[src/rtl/trap_shaper_filter.sv]
// Trapezoidal shaper: x delay line, pole-zero corrected Jordanov recursion, 5-stage pipeline.
// Define TRAP_SHAPER_PEAK_DETECT_EN to build the peak FSM; otherwise peak outputs are tied to 0.
module trap_shaper_filter #(
   parameter int unsigned IN_WIDTH  = 12,
   parameter int unsigned OUT_WIDTH = 16,
   parameter int unsigned ACC_WIDTH = 32,
   parameter int unsigned K_DELAY   = 16,
   parameter int unsigned L_DELAY   = 32,
   parameter int unsigned M_WIDTH   = 16,
   parameter int unsigned SHIFT     = 4
) (
   input  logic                        clk,
   input  logic                        reset,
   input  logic                        input_valid,
   input  logic [IN_WIDTH-1:0]         input_data,
   input  logic [M_WIDTH-1:0]          pz_m,
   input  logic [1:0]                  mode,
   input  logic signed [OUT_WIDTH-1:0] threshold,
   output logic                        output_valid,
   output logic signed [OUT_WIDTH-1:0] output_data,
   output logic                        peak_valid,
   output logic signed [OUT_WIDTH-1:0] peak_value
);
   localparam int unsigned DWidth = IN_WIDTH + 3;
   localparam int unsigned Depth  = K_DELAY + L_DELAY;
   localparam logic signed [ACC_WIDTH-1:0] OutMax =
      $signed({{(ACC_WIDTH-OUT_WIDTH+1){1'b0}}, {(OUT_WIDTH-1){1'b1}}});
   localparam logic signed [ACC_WIDTH-1:0] OutMin =
      $signed({{(ACC_WIDTH-OUT_WIDTH+1){1'b1}}, {(OUT_WIDTH-1){1'b0}}});

   // v_q[0] is the input register, v_q[5] is output_valid.
   logic [5:0]                  v_q, v_d;
   logic [IN_WIDTH-1:0]         x_q, x_d, x1_q, x1_d, x2_q, x2_d, x3_q, x3_d, x4_q, x4_d;
   logic [IN_WIDTH-1:0]         dl_q [Depth];
   logic [IN_WIDTH-1:0]         dl_d [Depth];
   logic signed [DWidth-1:0]    d1_q, d1_d, d2_q, d2_d, d3_q, d3_d, d4_q, d4_d;
   logic signed [ACC_WIDTH-1:0] p_q, p_d, p3_q, p3_d, p4_q, p4_d, r_q, r_d, s_q, s_d;
   logic signed [OUT_WIDTH-1:0] out_q, out_d;
   logic signed [ACC_WIDTH-1:0] d1_ext, d2_ext, d4_ext, m_ext, sel;

   assign d1_ext = {{(ACC_WIDTH-DWidth){d1_q[DWidth-1]}}, d1_q};
   assign d2_ext = {{(ACC_WIDTH-DWidth){d2_q[DWidth-1]}}, d2_q};
   assign d4_ext = {{(ACC_WIDTH-DWidth){d4_q[DWidth-1]}}, d4_q};
   assign m_ext  = $signed({{(ACC_WIDTH-M_WIDTH){1'b0}}, pz_m});

   always_comb begin
      v_d  = {v_q[4:0], input_valid};
      x_d  = x_q;
      dl_d = dl_q;
      d1_d = d1_q;  x1_d = x1_q;
      p_d  = p_q;   d2_d = d2_q;  x2_d = x2_q;
      r_d  = r_q;   p3_d = p3_q;  d3_d = d3_q;  x3_d = x3_q;
      s_d  = s_q;   p4_d = p4_q;  d4_d = d4_q;  x4_d = x4_q;
      if (input_valid) x_d = input_data;
      // dl_q[i] holds x[n-1-i] relative to the sample sitting in x_q.
      if (v_q[0]) begin
         dl_d[0] = x_q;
         for (int i = 1; i < Depth; i++) dl_d[i] = dl_q[i-1];
         d1_d = $signed({3'b000, x_q}) - $signed({3'b000, dl_q[K_DELAY-1]})
              - $signed({3'b000, dl_q[L_DELAY-1]}) + $signed({3'b000, dl_q[Depth-1]});
         x1_d = x_q;
      end
      if (v_q[1]) begin
         p_d  = p_q + d1_ext;
         d2_d = d1_q;
         x2_d = x1_q;
      end
      if (v_q[2]) begin
         r_d  = p_q + m_ext * d2_ext;
         p3_d = p_q;
         d3_d = d2_q;
         x3_d = x2_q;
      end
      if (v_q[3]) begin
         s_d  = s_q + r_q;
         p4_d = p3_q;
         d4_d = d3_q;
         x4_d = x3_q;
      end
   end

   always_comb begin
      case (mode)
         2'd0:    sel = s_q >>> SHIFT;
         2'd1:    sel = $signed({{(ACC_WIDTH-IN_WIDTH){1'b0}}, x4_q});
         2'd2:    sel = d4_ext;
         default: sel = p4_q;
      endcase
      out_d = out_q;
      if (v_q[4]) begin
         if (sel > OutMax)      out_d = OutMax[OUT_WIDTH-1:0];
         else if (sel < OutMin) out_d = OutMin[OUT_WIDTH-1:0];
         else                   out_d = sel[OUT_WIDTH-1:0];
      end
   end

   always_ff @(posedge clk or posedge reset) begin
      if (reset) begin
         v_q  <= '0;
         x_q  <= '0;
         for (int i = 0; i < Depth; i++) dl_q[i] <= '0;
         d1_q <= '0;  x1_q <= '0;
         p_q  <= '0;  d2_q <= '0;  x2_q <= '0;
         r_q  <= '0;  p3_q <= '0;  d3_q <= '0;  x3_q <= '0;
         s_q  <= '0;  p4_q <= '0;  d4_q <= '0;  x4_q <= '0;
         out_q <= '0;
      end else begin
         v_q  <= v_d;
         x_q  <= x_d;
         dl_q <= dl_d;
         d1_q <= d1_d;  x1_q <= x1_d;
         p_q  <= p_d;   d2_q <= d2_d;  x2_q <= x2_d;
         r_q  <= r_d;   p3_q <= p3_d;  d3_q <= d3_d;  x3_q <= x3_d;
         s_q  <= s_d;   p4_q <= p4_d;  d4_q <= d4_d;  x4_q <= x4_d;
         out_q <= out_d;
      end
   end

   assign output_valid = v_q[5];
   assign output_data  = out_q;

`ifdef TRAP_SHAPER_PEAK_DETECT_EN
   typedef enum logic {StIdle, StAbove} state_e;
   state_e                      state_q, state_d;
   logic signed [OUT_WIDTH-1:0] max_q, max_d, peak_value_q, peak_value_d;
   logic                        peak_valid_q, peak_valid_d;

   always_comb begin
      state_d      = state_q;
      max_d        = max_q;
      peak_value_d = peak_value_q;
      peak_valid_d = 1'b0;
      if (v_q[5]) begin
         case (state_q)
            StIdle: begin
               if (out_q > threshold) begin
                  state_d = StAbove;
                  max_d   = out_q;
               end
            end
            StAbove: begin
               if (out_q <= threshold) begin
                  state_d      = StIdle;
                  peak_valid_d = 1'b1;
                  peak_value_d = max_q;
               end else if (out_q > max_q) begin
                  max_d = out_q;
               end
            end
         endcase
      end
   end

   always_ff @(posedge clk or posedge reset) begin
      if (reset) begin
         state_q      <= StIdle;
         max_q        <= '0;
         peak_value_q <= '0;
         peak_valid_q <= 1'b0;
      end else begin
         state_q      <= state_d;
         max_q        <= max_d;
         peak_value_q <= peak_value_d;
         peak_valid_q <= peak_valid_d;
      end
   end

   assign peak_valid = peak_valid_q;
   assign peak_value = peak_value_q;
`else
   logic unused_threshold;
   assign unused_threshold = ^threshold;
   assign peak_valid = 1'b0;
   assign peak_value = '0;
`endif

endmodule

[config.mk]
export PLATFORM = sky130hd
export DESIGN_NAME = trap_shaper_filter
export DESIGN_NICKNAME = d
export VERILOG_FILES = /design/src/rtl/trap_shaper_filter.sv
export SDC_FILE = /design/constraint.sdc
export NUM_CORES = 2
export LEC_CHECK = 0
export ABC_AREA = 1
export CAP_MARGIN = 20
export CORE_ASPECT_RATIO = 2
export CORE_UTILIZATION = 63
export DETAILED_ROUTE_END_ITERATION = 12
export HOLD_SLACK_MARGIN = 0.02
export PLACE_DENSITY = 0.82
export SKIP_LAST_GASP = 1
export SYNTH_ARGS = -nofsm -noshare
export SYNTH_HDL_FRONTEND = slang
export SYNTH_SLANG_ARGS = --single-unit
[constraint.sdc]
create_clock -name clk -period 36.2 [get_ports clk]
set_clock_uncertainty 0.05 [all_clocks]
set_input_delay 5.43 -clock clk [delete_from_list [all_inputs] [get_ports clk]]
set_output_delay 5.43 -clock clk [all_outputs]
set_load 0.02 [all_outputs]
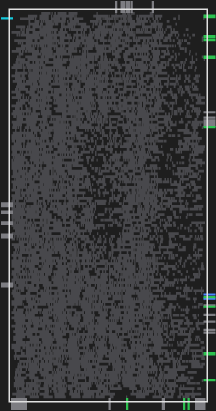
Figure 1: pin placement.
(1 px per µm) Pins as bars across the die edge, other pins in gray.
color	port	pins	direction	edge
blue	mode	2	input	east
cyan	clk	1	input	west
green	peak_value	16	output	13 east, 3 south
all pins by edge	32 south, 27 east, 14 west, 10 north
Die H: 390.9 µm
Port Buffers: 49
chip width: 196.5 µm

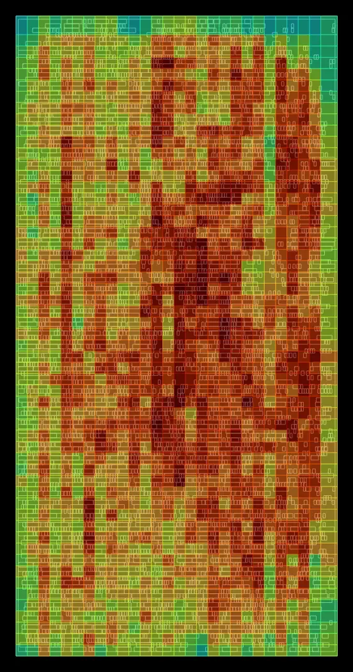
Figure 2: track usage over the die.
met1 Resource Use GR: 0.3499
per-cell routed wire length: 18.48 µm
global routing's busiest layer: met2

==> run_results.csv <==
group,metric,value,unit
run_status,status,"complete, no violations",
worst_hold_path,worstHoldStart,"d2_q[6]$_DFFE_PP0P_",
synthesis,synth_cells,5723,
floorplan,core_area,0.07480,mm²
cts,max-clock-path-buffers,3,
worst_hold_path,holdPathEnd,"d2_q[6]$_DFFE_PP0P_",
global_route,use_met2,0.6040,
detailed_routing,ant_nets,0,
critical_path,critPathArrivalTime,11640,ps
finish,register_area,0.02168,mm²
synthesis,async_flop_share,1.000,
cts,clock_insertion_delay_worst_skew,670,ps
synthesis,synth_cell_type_count,46,
detailed_routing,wl_met3,4.564,mm
timing,fin_crit,11160,ps
detailed_routing,routed-wl-met2,64.52,mm
place,globalplace.congestion,0.9816,
critical_path,path_cells,"clkdlybuf4s50_1 > or2_2 > fa_1 > inv_1 > fa_1 > inv_1 > fa_1 > inv_1 > fa_1 > fa_1 > inv_1 > fa_1 > inv_1 > ha_1 > nand2_1 > nor2_1 > nand2_1 > nor3_1 > nand2_1 > nand2_1 > nand2_1 > nand3_1 > nand2_1",
critical_path,r2r_end,"r_q[31]$_DFFE_PP0P_",
finish,nNetsFinal,6110,
global_route,grt_pass1_vias,37992,
cts,cts.sinks,866,
detailed_routing,drc,0,
synthesis,yosysMostFrequentCell,"nand2_1",
floorplan,ioPinCount,83,
timing,final_hold_viol_count,0,
job,warning_count,60,
critical_path,worstSetupEndpoint,"r_q[31]$_DFFE_PP0P_",
finish,fillers,5921,
timing,setup_viol,0,
timing,max_slew_margin,0.1950,
critical_path,r2r_cells,22,
global_route,grt_overflow,0,
critical_path,crit_path_max_fanout,15,
synthesis,common_cells,"1691 x nand2_1, 969 x inv_1, 866 x dfrtp_1",
finish,finalInstanceArea,0.05112,mm²
critical_path,worst-path-buf-inv,6,
critical_path,critPathKind,"in2reg",
finish,final_layout_size_suffix_gt1_frac,0.03248,
critical_path,critPathTopFamily,"adder cells",
place,place_ws,24430,ps
job,drv_cap,0,
critical_path,crit_slowest_cell,"clkdlybuf4s50_1",
detailed_routing,vias,36458,
cts,cts_resized,0,
timing,setup_tns,0,ps
finish,fin_util,0.6834,
synthesis,ys_warn_count,0,
global_route,grtUsageTotal,0.3393,
cts,clockRootBuffer,"clkbuf_16",
synthesis,synthFlopType,"dfrtp_1",
timing,rsz0062_at_grt,"no",
cts,postCtsSetupBuffers,0,
detailed_routing,dr.max_layer_used,"met5",
synthesis,yosys.area.top_type,"dfrtp_1",
critical_path,cp.required,36680,ps
place,hpwl,91.03,mm
finish,layout_top_cells,"1691 x nand2_1, 966 x inv_1, 862 x dfrtp_1",
floorplan,fp-row-count,142,
finish,area_delta_synth_final,7.290,%
synthesis,top_area_frac,0.4548,
synthesis,edf_count,0,
finish,regMostFlops,"dl_q",
cts,numCtsBuffers,76,
cts,path_clk_slew,70,ps
critical_path,r2r-start,"d2_q[10]$_DFFE_PP0P_",
cts,htree_levels,3,
synthesis,ys_seq_frac,0.4548,
detailed_routing,first_iter_violations,2470,
critical_path,r2r_slack,29670,ps
detailed_routing,vias_per_cell,5.439,
global_route,antenna_found_initial,1,
floorplan,initial_utilization,0.6370,
synthesis,avgSynthCellArea,8.325,µm²
synthesis,yosys-stat-cells,5723,
critical_path,crit_cells,23,
synthesis,ys.flops,866,
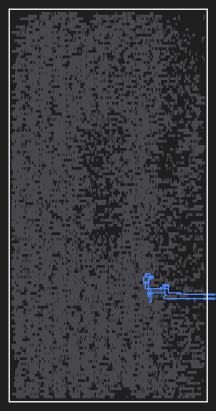
Figure 3: wires at chosen ports, followed through buffers.
(1 px per µm)
color	port	bits	direction	end cells	buffers	wire
blue	mode	2	input	11	2	226 µm

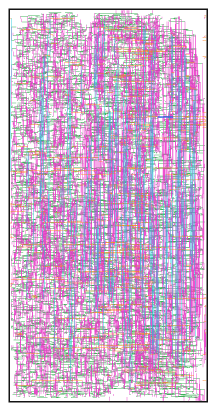
Figure 4: metal layers overlaid.
(1 px per µm)
color	layer	wire length
cyan	metal 4	12200 µm
green	metal 1	42.6 mm
orange	metal 3	4560 µm
blue	metal 5	13.8 µm
magenta	metal 2	64.5 mm

-- kinds of logic (layout without fill, tap and decap cells) --
logic type	count (synthesis)	count (layout)	synth area share
other	1	17	0.00007871
AOI/OAI and AO/OA	1043	1043	0.1130
xor gates and xnor gates	54	54	0.009926
DFF	866	866	0.4548
and+or+nand+nor	2097	2097	0.1742
buffers and inverters	1235	1191	0.1004
adders and majority gates	427	427	0.1476
-- cell type report --
cell class / instances / area share
inverter: 974 / 0.07189
clock inverter: 25 / 0.005923
timing repair buffer: 78 / 0.01498
multi-input combinational: 3638 / 0.4157
tap: 1008 / 0.02467
sequential: 866 / 0.4241
clock buffer: 114 / 0.04274
